$ cat src/rtl/dm_debug_mem_port.sv
// -----------------------------------------------------------------------------
// dm_debug_mem_port
//
// Purpose
//   Debug-module memory slave sitting between the core's debug-region bus port
//   and dm_debug_rom. Word accesses are decoded into two windows:
//     - debug ROM (ROM_WORDS words, read-only), served by the external
//       dm_debug_rom through rom_addr/rom_dout. The ROM has a 1-cycle
//       registered read.
//     - debug RAM (RAM_WORDS words, read/write), held here as flops.
//   Every accepted request gets exactly one response on a valid/ready channel,
//   one cycle after acceptance. A second, DM-side port gives the abstract-
//   command logic direct full-word access to the debug RAM.
//
// Ports
//   clk, rst_n             clock, synchronous active-low reset
//   req_vld/req_rdy        request handshake
//   req_addr/req_wr        byte address, 1 = write
//   req_wdata/req_strb     write data and byte strobes
//   rsp_vld/rsp_rdy        response handshake
//   rsp_rdata/rsp_err      read data (0 for writes/errors), access error
//   rom_addr/rom_dout      word index to dm_debug_rom, ROM data one cycle later
//   dm_ram_we/idx/wdata    DM-side full-word RAM write
//   dm_ram_rdata           DM-side RAM read, combinational from dm_ram_idx
//
// Configuration
//   DM_DBG_MEM_ERR_RSP_EN  defined: error accesses return rsp_err=1 and
//                          rsp_rdata=0. Undefined: rsp_err is tied 0, error
//                          reads return 0 and error writes are dropped; the
//                          response timing is identical in both builds.
// -----------------------------------------------------------------------------
module dm_debug_mem_port #(
  parameter int                ADDR_W    = 12,
  parameter logic [ADDR_W-1:0] ROM_BASE  = 12'h800,
  parameter int                ROM_WORDS = 29,
  parameter logic [ADDR_W-1:0] RAM_BASE  = 12'h400,
  parameter int                RAM_WORDS = 7
) (
  input  logic              clk,
  input  logic              rst_n,
  input  logic              req_vld,
  output logic              req_rdy,
  input  logic [ADDR_W-1:0] req_addr,
  input  logic              req_wr,
  input  logic [31:0]       req_wdata,
  input  logic [3:0]        req_strb,
  output logic              rsp_vld,
  input  logic              rsp_rdy,
  output logic [31:0]       rsp_rdata,
  output logic              rsp_err,
  output logic [4:0]        rom_addr,
  input  logic [31:0]       rom_dout,
  input  logic              dm_ram_we,
  input  logic [2:0]        dm_ram_idx,
  input  logic [31:0]       dm_ram_wdata,
  output logic [31:0]       dm_ram_rdata
);

  localparam int WIDX_W = ADDR_W - 2;

  typedef enum logic {
    ST_IDLE = 1'b0,
    ST_RSP  = 1'b1
  } state_t;

  // Byte-lane merge for strobed bus writes.
  function automatic logic [31:0] merge_bytes(input logic [31:0] old_word,
                                              input logic [31:0] new_word,
                                              input logic [3:0]  strb);
    logic [31:0] res;
    res = old_word;
    for (int b = 0; b < 4; b++) begin
      if (strb[b]) res[8*b +: 8] = new_word[8*b +: 8];
    end
    return res;
  endfunction

  state_t              r_state;
  state_t              w_state_nxt;
  logic                w_req_rdy;
  logic                w_rsp_vld;
  logic                w_accept;

  logic [WIDX_W-1:0]   w_word;
  logic [WIDX_W-1:0]   w_rom_off;
  logic [WIDX_W-1:0]   w_ram_off;
  logic                w_aligned;
  logic                w_rom_hit;
  logic                w_ram_hit;
  logic                w_err;
  logic                w_rom_rd;
  logic                w_ram_rd;
  logic                w_ram_wr;
  logic [2:0]          w_ram_idx;
  logic [31:0]         w_bus_rd_word;

  logic [31:0]         r_ram [RAM_WORDS];
  logic [4:0]          r_rom_addr;
  logic                r_rsp_rom;
  logic [31:0]         r_rdata;

  // ---------------------------------------------------------------------------
  // Address decode (request stage)
  // ---------------------------------------------------------------------------
  assign w_word    = req_addr[ADDR_W-1:2];
  assign w_rom_off = w_word - ROM_BASE[ADDR_W-1:2];
  assign w_ram_off = w_word - RAM_BASE[ADDR_W-1:2];
  assign w_aligned = (req_addr[1:0] == 2'b00);

  // The >= base test stops the subtraction from wrapping into the window.
  assign w_rom_hit = (req_addr >= ROM_BASE) && (w_rom_off < WIDX_W'(ROM_WORDS));
  assign w_ram_hit = (req_addr >= RAM_BASE) && (w_ram_off < WIDX_W'(RAM_WORDS));

  assign w_err     = ~w_aligned | (w_rom_hit & req_wr) | ~(w_rom_hit | w_ram_hit);
  assign w_rom_rd  = ~w_err & w_rom_hit & ~req_wr;
  assign w_ram_rd  = ~w_err & ~w_rom_hit & w_ram_hit & ~req_wr;
  assign w_ram_wr  = ~w_err & ~w_rom_hit & w_ram_hit &  req_wr;
  assign w_ram_idx = w_ram_off[2:0];

  always_comb begin
    w_bus_rd_word = 32'h0;
    for (int w = 0; w < RAM_WORDS; w++) begin
      if (w_ram_idx == 3'(w)) w_bus_rd_word = r_ram[w];
    end
  end

  always_comb begin
    dm_ram_rdata = 32'h0;
    for (int w = 0; w < RAM_WORDS; w++) begin
      if (dm_ram_idx == 3'(w)) dm_ram_rdata = r_ram[w];
    end
  end

  // ---------------------------------------------------------------------------
  // Handshake FSM
  // ---------------------------------------------------------------------------
  always_ff @(posedge clk) begin
    if (!rst_n) r_state <= ST_IDLE;
    else        r_state <= w_state_nxt;
  end

  always_comb begin
    w_state_nxt = r_state;
    w_req_rdy   = 1'b0;
    w_rsp_vld   = 1'b0;
    case (r_state)
      ST_IDLE: begin
        w_req_rdy = 1'b1;
        if (req_vld) w_state_nxt = ST_RSP;
      end
      ST_RSP: begin
        w_rsp_vld = 1'b1;
        // Retiring a response while accepting a new one keeps us in RSP.
        w_req_rdy = rsp_rdy;
        if (rsp_rdy && !req_vld) w_state_nxt = ST_IDLE;
      end
      default: w_state_nxt = ST_IDLE;
    endcase
  end

  assign w_accept = req_vld & w_req_rdy;
  assign req_rdy  = w_req_rdy;
  assign rsp_vld  = w_rsp_vld;

  // ---------------------------------------------------------------------------
  // ROM index: new index flows straight through on an accepting ROM read so the
  // ROM registers it at the accept edge; otherwise the last index is held so
  // rom_dout stays stable for the whole response.
  // ---------------------------------------------------------------------------
  assign rom_addr = (w_accept && w_rom_rd) ? w_rom_off[4:0] : r_rom_addr;

  always_ff @(posedge clk) begin
    if (!rst_n) begin
      r_rom_addr <= 5'd0;
      r_rsp_rom  <= 1'b0;
    end else if (w_accept) begin
      if (w_rom_rd) r_rom_addr <= w_rom_off[4:0];
      r_rsp_rom <= w_rom_rd;
    end
  end

  // ---------------------------------------------------------------------------
  // Response stage: RAM read data is captured at accept (pre-write contents).
  // ---------------------------------------------------------------------------
  always_ff @(posedge clk) begin
    if (w_accept) r_rdata <= w_ram_rd ? w_bus_rd_word : 32'h0;
  end

  assign rsp_rdata = !w_rsp_vld ? 32'h0 :
                     r_rsp_rom  ? rom_dout : r_rdata;

`ifdef DM_DBG_MEM_ERR_RSP_EN
  logic r_err;

  always_ff @(posedge clk) begin
    if (!rst_n)        r_err <= 1'b0;
    else if (w_accept) r_err <= w_err;
  end

  assign rsp_err = w_rsp_vld & r_err;
`else
  assign rsp_err = 1'b0;
`endif

  // ---------------------------------------------------------------------------
  // Debug RAM storage. A DM write to the same word as a bus write takes the
  // whole word, so it is checked first.
  // ---------------------------------------------------------------------------
  always_ff @(posedge clk) begin
    if (!rst_n) begin
      for (int w = 0; w < RAM_WORDS; w++) r_ram[w] <= 32'h0;
    end else begin
      for (int w = 0; w < RAM_WORDS; w++) begin
        if (dm_ram_we && (dm_ram_idx == 3'(w))) begin
          r_ram[w] <= dm_ram_wdata;
        end else if (w_accept && w_ram_wr && (w_ram_idx == 3'(w))) begin
          r_ram[w] <= merge_bytes(r_ram[w], req_wdata, req_strb);
        end
      end
    end
  end

endmodule
$ cat config.mk
export PLATFORM = sky130hd
export DESIGN_NAME = dm_debug_mem_port
export DESIGN_NICKNAME = d
export VERILOG_FILES = /design/src/rtl/dm_debug_mem_port.sv
export SDC_FILE = /design/constraint.sdc
export NUM_CORES = 1
export LEC_CHECK = 0
export ABC_AREA = 0
export CAP_MARGIN = 30
export CORE_UTILIZATION = 25
export CTS_CLUSTER_SIZE = 16
export DETAILED_ROUTE_END_ITERATION = 6
export PLACE_DENSITY = 0.5
export SLEW_MARGIN = 30
export SYNTH_ARGS = -nofsm -noshare
export SYNTH_HDL_FRONTEND = slang
export SYNTH_SLANG_ARGS = --single-unit
$ cat constraint.sdc
create_clock -name clk -period 4.1 [get_ports clk]
set_clock_uncertainty 0.1 [all_clocks]
set_input_delay 0.82 -clock clk [delete_from_list [all_inputs] [get_ports clk]]
set_output_delay 0.82 -clock clk [all_outputs]
set_load 0.01 [all_outputs]
**Where the registers sit**

The bar under the picture is 100 um long. Other sequential cells in the stronger gray, the rest of the logic in the fainter gray.
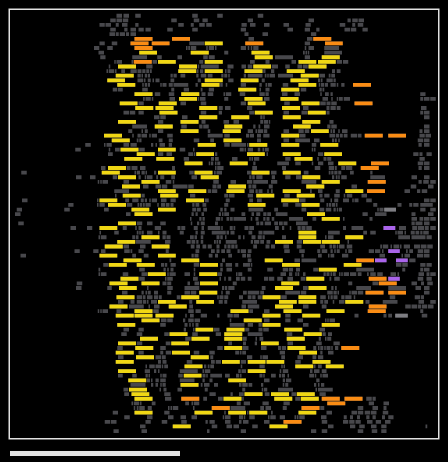
`r_ram`: drawn in yellow, sequential cells 224. `r_rdata`: drawn in orange, sequential cells 32. `r_rom_addr`: drawn in purple, sequential cells 5, where middle right.
Another 2 sequential cells are not colored.

**Cell area per tile**

The bar under the picture is 100 um long. The die is cut into 25 by 25 equal tiles; dark purple is low, yellow is high, 0 to 100% covered.
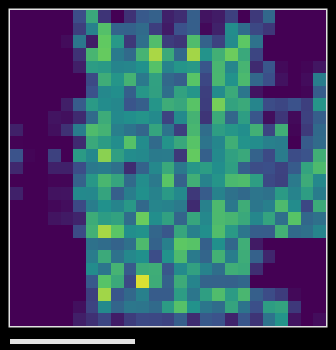
The fullest tile reaches 94%. The emptiest ninth of the die: lower left. The mean over all tiles is 30%.

**Clock wiring as the flow saved it**

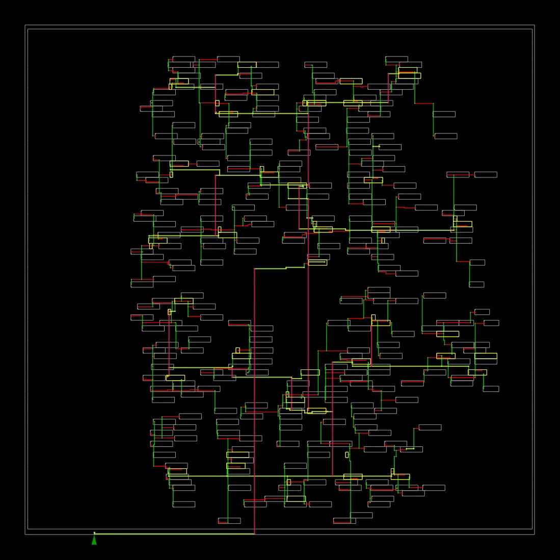
number of clock buffers inserted by TritonCTS: 30
Clock Power: 0.00287 W

**Wiring heat map**

The die is cut into 25 by 25 equal tiles; dark purple is low, yellow is high, scaled to the fullest tile. Values are wire area over tile area, all layers added.
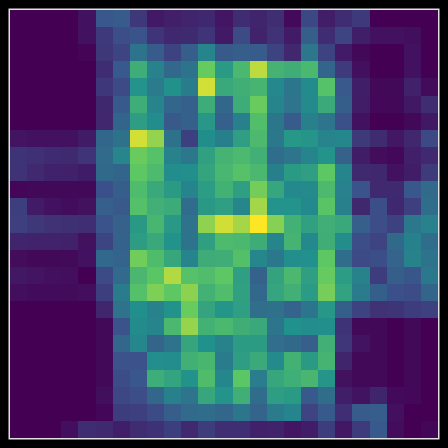
The emptiest ninth of the die: lower left. The mean over all tiles is 0.17. 16% of the tiles are nearly empty.
global routing usage summed across all routing layers: 19.59%
wire length per cell: 26.25 um
Vias: 13464
post-detailed-routing wire length: 63930 um

==> commit_impl_results.txt <==
Store results of the implementation flow

- The run finished with clean final reports.
- Worst path cell trace: clkdlybuf4s50_1 > nor4_4 > nor3b_2 > mux2_2 > clkdlybuf4s50_1
- In this run the clock root is driven by a clkbuf_16.
- Cell with the biggest individual delay on the critical path: nor3b_2
- Power share of the sequential group: 45.1%
* Setup repair after global routing missed its margin: false
- TritonCTS built the clock tree.
- STA reports the tightest min-delay check as being of type reg2reg.
- Per the log, the first TritonRoute iteration ended with a DRC count of about 1300.
- The first global-routing pass estimated about 90000 um of wire.
- In this run the VDD rail shows a maximum IR drop of 0.2729 mV.
- OpenROAD emitted warnings numbering 26.
* Syn_area_per_cell: between 10 and 15 um^2
- Post-CTS repair changed the size of 0 cells.
- Buffers placed on the I/O ports in this run total roughly 190.
- Most common reg cell: edfxtp_1
* Net count of the mapped netlist: 1526
- Max FO, Critical Path: 6
* Number of global-route vias before repair: about 13000
- Number of placed instances, taps included: around 2400
* Async set or reset register ratio after synthesis: 0%
* Row Count: between 90 and 100
- The routed design shows a via density per instance of 5.529.
- Leakage component of the power: roughly 7 nW
- Number of setup buffers added after CTS: 0
- Cell count in the Yosys report: roughly 1400
* Clock latency on the worst-skew pair: 580 ps
- Synth Area in Compound Gates: 25.53%
- Of the total synthesized cell area, the portion taken by AND, OR, NAND and NOR gates is between 10% and 20%.
- CTS saw between 200 and 300 sinks.
* Bufs on Longest Clock Path: 3
- According to the floorplan report, the placeable core area is 61830 um^2.
- The pin closest to its max-slew limit shows a slew of a little over 1000 ps.
- Total power density per cell area: 359.6 nW/um^2
- Post-route ant nets: 0
- Biggest area consumer among synthesized cells: edfxtp_1
* HPWL after detailed placement: 41190 um
* Aggregate negative setup slack: 0 ps
- Cell internal power dissipation: ~0.0053 W
[worst max-delay path: cells and delay by family]
kind	cells	cell delay (ps)
buf+inv	2	930
mux	1	400
simple gates	2	870
[per-layer routing]
metal  global-route usage (%)  wire (um)  up-vias
met5                        0         29        -
met4                    8.346       2448        4
met3                    3.306       4742      137
met2                    32.17      29900      696
met1                    25.33      26800     6693
li1                         -          -     5934
[metrics by stage]
stage | hold WS (ps) | setup slack, ps | total power (W) | util (%) | cell area (um^2)
2_1_floorplan | 332.2 | 980.4 | 0.003740 | - | 15660
3_3_place_gp | 352.3 | 210.8 | 0.004338 | 30.56 | 18890
3_5_place_dp | 354.3 | 170.7 | 0.004348 | 30.56 | 18890
4_1_cts | 365.1 | 155.7 | 0.007214 | 32.22 | 19920
5_1_grt | 377.1 | 73.90 | 0.007399 | 32.23 | 19920
6_report | 365.6 | 169.0 | 0.007165 | 32.23 | 19930
[path summary, 6_finish.rpt]
kind,startpoint,end,slack (ps),cells after the start
max,req_addr[0],rom_addr[1],170,5
min,r_rom_addr[4],r_rom_addr[4],370,2
max reg2reg,r_state,r_ram[2][30],1890,6
min reg2reg,r_rom_addr[4],r_rom_addr[4],370,2
[layout make-up]
class                   instances  area [um^2]
fillers                      6197        41900
flip-flops and latches        263         7829
clock buffers                  36        794.5
diodes                          2        5.005
repair buffers                286         2708
well taps                     837         1047
inverters                      64        240.2
multi-input cells             929         7068
clock inverters                18        235.2
[power groups by stage]
stage	clock network, W	logic (W)	registers (W)
after CTS	0.00292	0.00107	0.00323
after global routing	0.00301	0.00114	0.00325
after global placement	0	0.00106	0.00328
final	0.00287	0.00107	0.00323
after floorplan	0	0.000492	0.00325
after detailed placement	0	0.00106	0.00329
No activity file was given, so power comes from the tool's default toggle rates.
